**config.mk**
```make
export PLATFORM = sky130hd
export DESIGN_NAME = mem_access_ctrl
export DESIGN_NICKNAME = d
export VERILOG_FILES = /design/src/rtl/mips_pkg.sv /design/src/rtl/mem_lane_align.sv /design/src/rtl/mem_access_ctrl.sv
export SDC_FILE = /design/constraint.sdc
export NUM_CORES = 1
export LEC_CHECK = 0
export CAP_MARGIN = 10
export CORE_MARGIN = 2
export CORE_UTILIZATION = 25
export DETAILED_ROUTE_END_ITERATION = 8
export DONT_BUFFER_PORTS = 1
export SYNTH_ARGS = -nofsm -noshare
export SYNTH_HDL_FRONTEND = slang
export SYNTH_SLANG_ARGS = --single-unit
export TNS_END_PERCENT = 20
```
**constraint.sdc**
```tcl
create_clock -name clk -period 7.2 [get_ports clk]
set_clock_uncertainty 0.05 [all_clocks]
set_input_delay 1.8 -clock clk [delete_from_list [all_inputs] [get_ports clk]]
set_output_delay 1.8 -clock clk [all_outputs]
set_load 0.1 [all_outputs]
```
**src/rtl/mips_pkg.sv**
```systemverilog
// mips_pkg: Size encodings shared by the decoder and the data-memory path,
// plus the state type of the data-memory access controller.
// Build option MEMCTRL_TIMEOUT_EN adds the ack-timeout state ST_ERR2.
package mips_pkg;

   localparam logic [1:0] SZ_WORD    = 2'b00;
   localparam logic [1:0] SZ_HALF    = 2'b01;
   localparam logic [1:0] SZ_BYTE    = 2'b10;
   localparam logic [1:0] SZ_ILLEGAL = 2'b11;

   typedef enum logic [2:0] {
      ST_IDLE   = 3'd0,
      ST_ACCESS = 3'd1,
      ST_DONE   = 3'd2,
      ST_ERR    = 3'd3
`ifdef MEMCTRL_TIMEOUT_EN
      ,
      ST_ERR2   = 3'd4
`endif
   } mem_state_e;

endpackage

```
**src/rtl/mem_lane_align.sv**
```systemverilog
// mem_lane_align: purely combinational big-endian lane logic. It produces byte
// enables and replicated store data for a given size/offset, and extracts and
// extends the addressed lane of a loaded word. Also used by the fetch path.
module mem_lane_align
   import mips_pkg::*;
(
   input  logic [1:0]  size_i,
   input  logic [1:0]  offset_i,
   input  logic        unsigned_i,
   input  logic [31:0] wdata_i,
   input  logic [31:0] rdata_i,
   output logic [3:0]  be_o,
   output logic [31:0] wdata_o,
   output logic [31:0] rdata_o
);

   logic [7:0]  laneByte;
   logic [15:0] laneHalf;

   // Select the addressed byte and half-word; offset 0 is the most significant lane
   always_comb begin
      laneByte = rdata_i[31:24];
      case (offset_i)
         2'd0:    laneByte = rdata_i[31:24];
         2'd1:    laneByte = rdata_i[23:16];
         2'd2:    laneByte = rdata_i[15:8];
         default: laneByte = rdata_i[7:0];
      endcase
      laneHalf = offset_i[1] ? rdata_i[15:0] : rdata_i[31:16];
   end

   // Size-dependent enables, store replication and load extension; word passes straight through
   always_comb begin
      be_o    = 4'b1111;
      wdata_o = wdata_i;
      rdata_o = rdata_i;
      case (size_i)
         SZ_BYTE: begin
            be_o    = 4'b1000 >> offset_i;
            wdata_o = {4{wdata_i[7:0]}};
            rdata_o = {{24{laneByte[7] & ~unsigned_i}}, laneByte};
         end
         SZ_HALF: begin
            be_o    = offset_i[1] ? 4'b0011 : 4'b1100;
            wdata_o = {2{wdata_i[15:0]}};
            rdata_o = {{16{laneHalf[15] & ~unsigned_i}}, laneHalf};
         end
         default: begin
         end
      endcase
   end

endmodule

```
**src/rtl/mem_access_ctrl.sv**
```systemverilog
// mem_access_ctrl: sequences one load or store at a time to the data memory
// with a req/ack handshake, stalling the pipeline until the access retires.
// Misaligned or illegal requests raise addr_err without touching memory.
// Build option MEMCTRL_TIMEOUT_EN: abandon the access after TIMEOUT unacked
// ACCESS cycles and report bus_err; otherwise ACCESS waits forever.
module mem_access_ctrl
   import mips_pkg::*;
#(
   parameter int unsigned TIMEOUT = 255
)
(
   input  logic        clk,
   input  logic        rst_n,
   input  logic        start,
   input  logic        mem_read,
   input  logic        mem_write,
   input  logic [1:0]  size,
   input  logic        unsigned_ld,
   input  logic [31:0] addr,
   input  logic [31:0] wdata,
   output logic        stall,
   output logic        done,
   output logic [31:0] rdata_ext,
   output logic        addr_err,
   output logic        bus_err,
   output logic        dmem_req,
   output logic        dmem_we,
   output logic [3:0]  dmem_be,
   output logic [31:0] dmem_addr,
   output logic [31:0] dmem_wdata,
   input  logic [31:0] dmem_rdata,
   input  logic        dmem_ack
);

   mem_state_e  state_q, state_d;
   logic [31:0] addr_q, wdata_q, rdata_q;
   logic [1:0]  size_q;
   logic        we_q, unsigned_q, req_q;
   logic        anyOp, badReq, accept, reject;
   logic [3:0]  laneBe;
   logic [31:0] laneWdata, laneRdata;

   assign anyOp  = mem_read | mem_write;
   assign badReq = (mem_read & mem_write) | (size == SZ_ILLEGAL)
                 | ((size == SZ_HALF) & addr[0])
                 | ((size == SZ_WORD) & (addr[1:0] != 2'b00));
   assign accept = (state_q == ST_IDLE) & start & anyOp & ~badReq;
   assign reject = (state_q == ST_IDLE) & start & anyOp & badReq;

   mem_lane_align u_lane (
      .size_i     (size_q),
      .offset_i   (addr_q[1:0]),
      .unsigned_i (unsigned_q),
      .wdata_i    (wdata_q),
      .rdata_i    (dmem_rdata),
      .be_o       (laneBe),
      .wdata_o    (laneWdata),
      .rdata_o    (laneRdata)
   );

`ifdef MEMCTRL_TIMEOUT_EN
   localparam int unsigned CntW = (TIMEOUT > 0) ? $clog2(TIMEOUT + 1) : 1;
   logic [CntW-1:0] cnt_q;
   logic            busErr_q;
   logic            timeoutHit;

   // An ack arriving in the same cycle as the limit still completes normally
   assign timeoutHit = (state_q == ST_ACCESS) & ~dmem_ack & (cnt_q == CntW'(TIMEOUT));

   // Count unacknowledged ACCESS cycles, restarting from zero on every accepted request
   always_ff @(posedge clk or negedge rst_n) begin
      if (!rst_n) begin
         cnt_q <= '0;
      end else if (accept) begin
         cnt_q <= '0;
      end else if ((state_q == ST_ACCESS) && !dmem_ack && (cnt_q != CntW'(TIMEOUT))) begin
         cnt_q <= cnt_q + 1'b1;
      end
   end

   // bus_err pulses in the cycle after the single ERR2 cycle
   always_ff @(posedge clk or negedge rst_n) begin
      if (!rst_n) begin
         busErr_q <= 1'b0;
      end else begin
         busErr_q <= (state_q == ST_ERR2);
      end
   end

   assign bus_err = busErr_q;
`else
   assign bus_err = 1'b0;
`endif

   // State register
   always_ff @(posedge clk or negedge rst_n) begin
      if (!rst_n) begin
         state_q <= ST_IDLE;
      end else begin
         state_q <= state_d;
      end
   end

   // Next-state and pipeline-facing status; start is only looked at in IDLE
   always_comb begin
      state_d  = state_q;
      stall    = 1'b0;
      done     = 1'b0;
      addr_err = 1'b0;
      case (state_q)
         ST_IDLE: begin
            stall = start & anyOp;
            if (accept) begin
               state_d = ST_ACCESS;
            end else if (reject) begin
               state_d = ST_ERR;
            end
         end
         ST_ACCESS: begin
            stall = 1'b1;
            if (dmem_ack) begin
               state_d = ST_DONE;
            end
`ifdef MEMCTRL_TIMEOUT_EN
            else if (timeoutHit) begin
               state_d = ST_ERR2;
            end
`endif
         end
         ST_DONE: begin
            done    = 1'b1;
            state_d = ST_IDLE;
         end
         ST_ERR: begin
            stall    = 1'b1;
            addr_err = 1'b1;
            state_d  = ST_IDLE;
         end
`ifdef MEMCTRL_TIMEOUT_EN
         ST_ERR2: begin
            stall   = 1'b1;
            state_d = ST_IDLE;
         end
`endif
         default: begin
            state_d = ST_IDLE;
         end
      endcase
   end

   // Capture the request on the accept edge; drop req and latch extended load data when ACCESS ends
   always_ff @(posedge clk or negedge rst_n) begin
      if (!rst_n) begin
         addr_q     <= '0;
         wdata_q    <= '0;
         rdata_q    <= '0;
         size_q     <= '0;
         we_q       <= 1'b0;
         unsigned_q <= 1'b0;
         req_q      <= 1'b0;
      end else if (accept) begin
         addr_q     <= addr;
         wdata_q    <= wdata;
         size_q     <= size;
         we_q       <= mem_write;
         unsigned_q <= unsigned_ld;
         req_q      <= 1'b1;
      end else if ((state_q == ST_ACCESS) && (state_d != ST_ACCESS)) begin
         req_q <= 1'b0;
         if (dmem_ack) begin
            rdata_q <= laneRdata;
         end
      end
   end

   assign dmem_req   = req_q;
   assign dmem_we    = req_q & we_q;
   assign dmem_be    = req_q ? laneBe : 4'b0000;
   assign dmem_addr  = req_q ? {addr_q[31:2], 2'b00} : 32'h0;
   assign dmem_wdata = req_q ? laneWdata : 32'h0;
   assign rdata_ext  = done ? rdata_q : 32'h0;

endmodule

```
Fig. 1: run 1, floorplan with the power grid
Bar = 50 um. Pins as bars on the die edge.
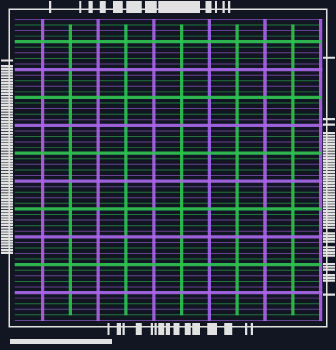
VSS -> purple
VDD -> green
rows = 54
met4 straps = 11
met1 rails = 55

Fig. 2: run 1, placement by cell class
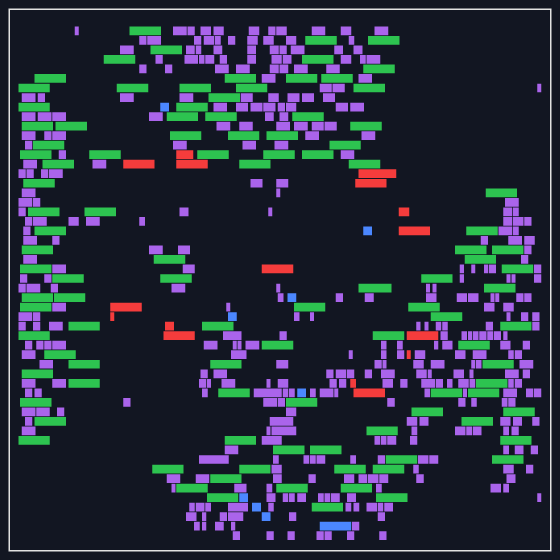
clock drivers and dummy loads -> red  # cells 16
remaining logic cells -> purple  # cells 375
registers -> green  # cells 104
remaining buffers and delay cells -> blue  # cells 9

Fig. 3: run 1, clock wires, drivers and flops
Bar = 50 um.
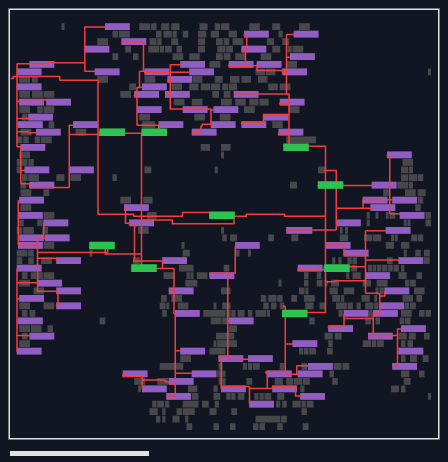
clock wires -> red  # length 1540 um
flip-flops -> purple  # count 104
clock-net drivers -> green  # count 9
flops lie = all over the die
routed clock nets = 10

Fig. 4: run 1, wiring by layer
Bar = 50 um.
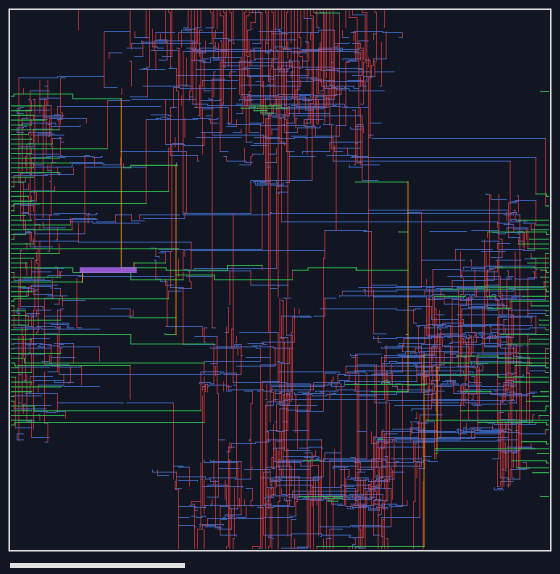
M1 -> blue  # wire length 6590 um
M5 -> purple  # wire length 14.7 um
M3 -> green  # wire length 1770 um
M2 -> red  # wire length 7660 um
M4 -> orange  # wire length 239 um

==> results.sh, run 1 <==
# physical design summary
export IMPL_run_status="finished, final reports clean"
export IMPL_slowest_stage="nor2b_2"
export IMPL_timing_rr_start="state_q[1]"
export IMPL_rr_endpoint="wdata_q[25]"
export IMPL_final_layout_size_suffix_gt1_share_pct=26.4
export IMPL_numPortBuffers=0
export IMPL_critPathLaunch="size_q[1]"
export IMPL_ff_type="dfrtp_1"
export IMPL_fp_dieW_um=154
export IMPL_syn_area_sq_um=5640
export IMPL_min_to="rdata_q[7]"
export IMPL_required_ns=5.35
export IMPL_lay_top_cells="dfrtp_1 (103), and2_1 (73), mux2_2 (67), a21oi_1 (34), o21ai_0 (18)"
export IMPL_hold_worst_slack_ns=0.429
export IMPL_wl_per_cell_um=20.7
export IMPL_drv_cap=0
export IMPL_drt_first_pass_iters=4
export IMPL_rsz0062_at_grt="false"
export IMPL_max_clock_freq_mhz=198
export IMPL_syn_to_final_growth_pct=10.6
export IMPL_synthTopCellsByArea="dfrtp_1 (46%), mux2_2 (13%), and2_1 (8.1%)"
export IMPL_antenna_found_initial=4
export IMPL_seq_area_sq_um=2600
export IMPL_yosysTopAreaCell="dfrtp_1"
export IMPL_grt_overflow=0
export IMPL_flops=104
export IMPL_place_ws_ns=2.43
export IMPL_yosysMostFrequentCell="dfrtp_1"
export IMPL_fillers=2272
export IMPL_dominant_cells="multi-input combinational cells"
export IMPL_grt_pass1_vias=4072
export IMPL_buf_share_pct=1.36
export IMPL_worst_pin_slew_ns=1.10
export IMPL_clockBufferDepth=2
export IMPL_setup_tns_ns=0
export IMPL_setup_violations_final=0
export IMPL_well_tap_count=280
export IMPL_edf_count=0
export IMPL_ys_sh_adder_pct=0.444
export IMPL_seq_share_pct=41.8
export IMPL_compound_area_share_pct=15.6
export IMPL_synth_async_reset_ratio_pct=100
export IMPL_core_area_sq_um=22000
export IMPL_floorplan_io_pins=211
export IMPL_hpwlAfterDp_um=11500
export IMPL_clk_share_pct=4.78
export IMPL_cts_tree="done"
export IMPL_gp_congestion=0.778
export IMPL_sh_comb_area_pct=45.9
export IMPL_route_detailed_drc=0
export IMPL_fin_crit_sh_pct=70.2
export IMPL_rr_worst_depth=5
export IMPL_clockBufferCount=12
export IMPL_postCtsSetupRepairBufs=0
export IMPL_die_size_y_um=154
export IMPL_worst_setup_path_type="flop to output pin"
export IMPL_clk_pin_slew_worst_paths_ns=0.08
export IMPL_final_nets=606
export IMPL_fin_util_pct=28.4
export IMPL_yosys_warnings=0
export IMPL_buffers=9
export IMPL_ys_cells=520
export IMPL_synth_cell_types=45
export IMPL_postRouteAntennaNets=0
export IMPL_path_buffers=1
export IMPL_comb_cells=368
export IMPL_htree_levels=3
export IMPL_mux_area_share_pct=15.8
export IMPL_grt_util_all_layers_pct=13.7
export IMPL_synth_simple_area_share_pct=17.3
export IMPL_synth_flops=104
export IMPL_crit_path_start_kind="flop"
export IMPL_cp_endpoint="dmem_wdata[16]"
export IMPL_finalWorstSetupSlack_ns=2.14
export IMPL_hold_viol_final=0
export IMPL_hold_class="flop to flop"
export IMPL_die_area_sq_um=23800
export IMPL_worstPathCellList="inv_1, ha_1, nor2_1, nor3b_1, a21oi_1, nor2b_2"
export IMPL_fp_util_pct=25.7
export IMPL_regToRegSetupSlack_ns=4.33
export IMPL_cp_arrival_ns=3.21
export IMPL_final_area_sq_um=6230
export IMPL_layout_cells_most_common="dfrtp_1"
export IMPL_top_regs="addr_q x32, rdata_q x32, wdata_q x32"
export IMPL_setup_worst_path_end_class="output pin"
export IMPL_drt_iter0_markers=197
export IMPL_cp_max_fo=20
export IMPL_clkLatencyLatePin_ns=0.35
export IMPL_instances_no_fill=787
export IMPL_wirelength_um=16300
export IMPL_cts_sinks=104
export IMPL_cts_resized=0
export IMPL_cp_depth=6
export IMPL_grt_max_degree=105
export IMPL_holdPathStages=2
export IMPL_vias=3952
export IMPL_slew_viol_final=0
export IMPL_avgViaCountPerCell=5.02
export IMPL_critPathMaxStageDelay_ns=0.87
export IMPL_diodes=3
export IMPL_grt_pass1_wl_um=25000
export IMPL_cts_root_buf="clkbuf_16"
export IMPL_rows=54
export IMPL_path_delay_family="simple AND/OR/NAND/NOR gates"
export IMPL_hold_start="rdata_q[7]"
export IMPL_cts_made_buffers=9
export IMPL_netlist_instances=520
export IMPL_multiInputGateArea_sq_um=2860
-- run 1: worst register-to-register path, delay by kind of cell (launching register included) --
kind / cells / cell delay (ns)
buffers and inverters: 1 / 0.61
DFF: 1 / 0.46
muxes: 1 / 0.41
and+or+nand+nor: 3 / 1.23
-- run 1: metal layers --
layer | vias to the layer above | track usage, % | share of wire, % | routed length [um]
met2 | 167 | 21.8 | 47 | 7660
met4 | 2 | 3.60 | 1.5 | 239
met3 | 17 | 6.42 | 11 | 1770
li1 | 1793 | - | - | -
met1 | 1973 | 16.8 | 40 | 6590
met5 | - | 0 | 0.086 | 14
Fig. 5: run 1, clock nets
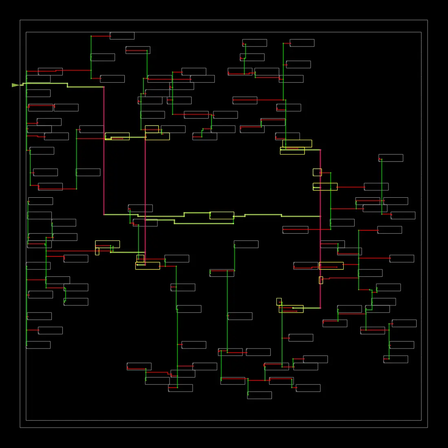

--- run 2 (diff from run 1) ---
Clock period 7.2 ns to 5.2 ns, I/O delays scaled along.
Fig. 6: run 2, clock nets
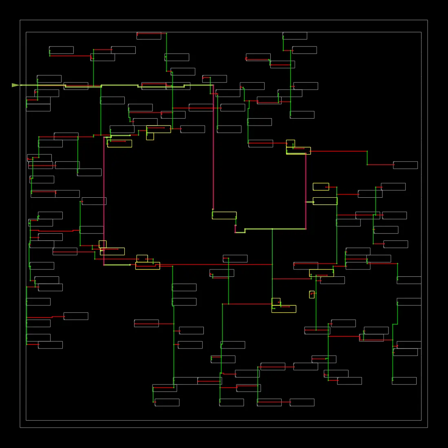
Flop Count: 104
Latency at later pin: 0.35 ns

Fig. 7: run 2, wiring by layer
Bar = 50 um.
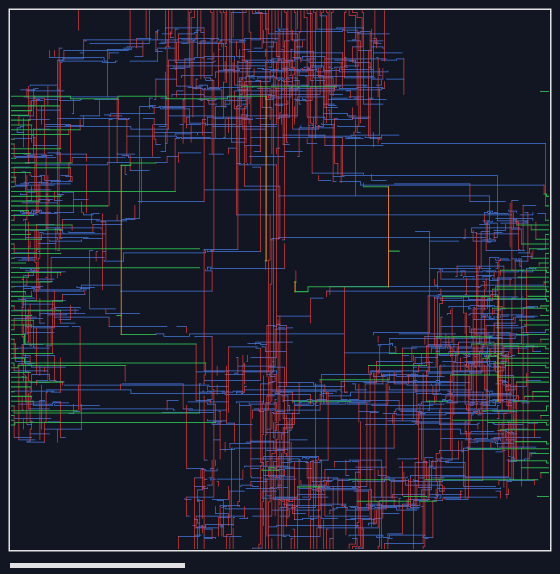
M3 -> green  # wire length 1690 um
M2 -> red  # wire length 7720 um
M4 -> orange  # wire length 156 um
M1 -> blue  # wire length 7100 um

==> results.sh, run 2 <==
# physical design summary
export IMPL_die_size_y_um=154
export IMPL_wl_per_cell_um=20.7
export IMPL_buf_share_pct=3.77
export IMPL_rows=54
export IMPL_final_layout_size_suffix_gt1_share_pct=29.4
export IMPL_run_status="finished, final reports clean"
export IMPL_synth_flops=104
export IMPL_grt_use_met2_pct=22.4
export IMPL_max_clock_freq_mhz=240
export IMPL_avgViaCountPerCell=5.04
export IMPL_gr_usage_met3_pct=5.60
export IMPL_edf_count=0
export IMPL_cts_made_buffers=9
export IMPL_htree_levels=3
export IMPL_rr_worst_depth=4
export IMPL_buffers=28
export IMPL_core_area_sq_um=22000
export IMPL_grt_pass1_vias=4236
export IMPL_regToRegSetupSlack_ns=2.38
export IMPL_mux_area_share_pct=15.8
export IMPL_worst_pin_slew_ns=1.06
export IMPL_seq_area_sq_um=2600
export IMPL_floorplan_io_pins=211
export IMPL_drv_cap=0
export IMPL_hold_worst_slack_ns=0.435
export IMPL_wirelength_um=16700
export IMPL_cts_hold_buf=0
export IMPL_gp_congestion=0.795
export IMPL_fillers=2260
export IMPL_setup_worst_path_end_class="output pin"
export IMPL_sh_comb_area_pct=44.9
export IMPL_busiest_layer="met2"
export IMPL_slew_headroom_pct=29.2
export IMPL_wl_met1_um=7100
export IMPL_cp_max_fo=20
export IMPL_grt_pass1_wl_um=25900
export IMPL_synthTopCellsByArea="dfrtp_1 (46%), mux2_2 (13%), and2_1 (8.1%)"
export IMPL_multiInputGateArea_sq_um=2860
export IMPL_grt_overflow=0
export IMPL_grt_util_met1_pct=18.0
export IMPL_yosys_warnings=0
export IMPL_syn_area_sq_um=5640
export IMPL_route_met2_wl_um=7720
export IMPL_grt_util_all_layers_pct=14.1
export IMPL_worst_setup_path_type="flop to output pin"
export IMPL_top_regs="addr_q x32, rdata_q x32, wdata_q x32"
export IMPL_clk_share_pct=4.55
export IMPL_fp_dieW_um=154
export IMPL_cts_resized=0
export IMPL_well_tap_count=280
export IMPL_drt_iter0_markers=222
export IMPL_syn_to_final_growth_pct=13.1
export IMPL_place_ws_ns=1.37
export IMPL_setup_tns_ns=0
export IMPL_antenna_found_initial=1
export IMPL_synth_async_reset_ratio_pct=100
export IMPL_yosysChipArea_sq_um=5640
export IMPL_postCtsSetupRepairBufs=0
export IMPL_rr_endpoint="rdata_q[17]"
export IMPL_cp_arrival_ns=2.81
export IMPL_final_nets=625
export IMPL_instances_no_fill=805
export IMPL_fin_crit_sh_pct=80.0
export IMPL_synth_cell_types=45
export IMPL_yosysTopAreaCell="dfrtp_1"
export IMPL_xor_area_share_pct=0.155
export IMPL_hold_class="flop to flop"
export IMPL_diodes=2
export IMPL_grt_max_degree=105
export IMPL_slowest_stage="ha_1"
export IMPL_hold_viol_final=0
export IMPL_yosysMostFrequentCell="dfrtp_1"
export IMPL_clockBufferDepth=2
export IMPL_seq_share_pct=40.8
export IMPL_n_all_inverters=7
export IMPL_critPathMaxStageDelay_ns=0.74
export IMPL_route_detailed_drc=0
export IMPL_rsz0062_at_grt="false"
export IMPL_timing_rr_start="addr_q[1]"
export IMPL_ys_sh_adder_pct=0.444
export IMPL_wl_met3_um=1690
export IMPL_lay_top_cells="dfrtp_1 (103), and2_1 (73), mux2_2 (67), a21oi_1 (34), buf_4 (26)"
export IMPL_finalWorstSetupSlack_ns=1.04
export IMPL_logic_family="simple AND/OR/NAND/NOR gates"
export IMPL_comb_cells=368
export IMPL_worstPathCellList="inv_1, ha_1, nor2_1, nor3b_1, a21oi_1, nor2b_2, buf_4"
export IMPL_crit_path_start_kind="flop"
export IMPL_compound_area_share_pct=15.6
export IMPL_cp_endpoint="dmem_wdata[22]"
export IMPL_drt_first_pass_iters=4
export IMPL_clk_pin_slew_worst_paths_ns=0.08
export IMPL_cp_depth=7
export IMPL_synth_simple_area_share_pct=17.3
export IMPL_holdPathStages=2
export IMPL_ff_type="dfrtp_1"
export IMPL_setup_violations_final=0
export IMPL_path_delay_family="simple AND/OR/NAND/NOR gates"
export IMPL_slew_viol_final=0
export IMPL_cts_tree="done"
export IMPL_clockBufferCount=9
export IMPL_highest_layer="met4"
export IMPL_fin_util_pct=29.1
export IMPL_numPortBuffers=0
export IMPL_path_buffers=2
export IMPL_required_ns=3.85
export IMPL_die_area_sq_um=23800
export IMPL_ys_cells=520
export IMPL_cts_root_buf="clkbuf_16"
export IMPL_fp_util_pct=25.7
export IMPL_layout_cells_most_common="dfrtp_1"
export IMPL_final_area_sq_um=6380
export IMPL_critPathLaunch="size_q[1]"
export IMPL_netlist_instances=520
export IMPL_hpwlAfterDp_um=11600
export IMPL_cts_sinks=104
export IMPL_vias=4054
export IMPL_postRouteAntennaNets=0
export IMPL_dominant_cells="multi-input combinational cells"
==> run 2: tightest hold or removal path: stages, from the launching register on <==
cell and delay [ns]:
dfrtp_1 0.35, nand2_1 0.05, o21ai_0 0.06
==> run 2: worst min-delay path by stage <==
stage          startpoint  slack [ns]          to
6_report       rdata_q[7]        0.44  rdata_q[7]
2_1_floorplan  rdata_q[7]        0.39  rdata_q[7]
3_5_place_dp   rdata_q[6]        0.43  rdata_q[6]
4_1_cts        rdata_q[6]        0.45  rdata_q[6]
3_3_place_gp   rdata_q[7]        0.41  rdata_q[7]
5_1_grt        addr_q[30]        0.48  addr_q[30]
==> run 2: kinds of logic after synthesis <==
family / Yosys count
buffers and inverters: 51
and+or+nand+nor: 159
adders and majority gates: 2
DFF: 104
xor gates and xnor gates: 1
AOI/OAI and AO/OA: 124
muxes: 78
other: 1
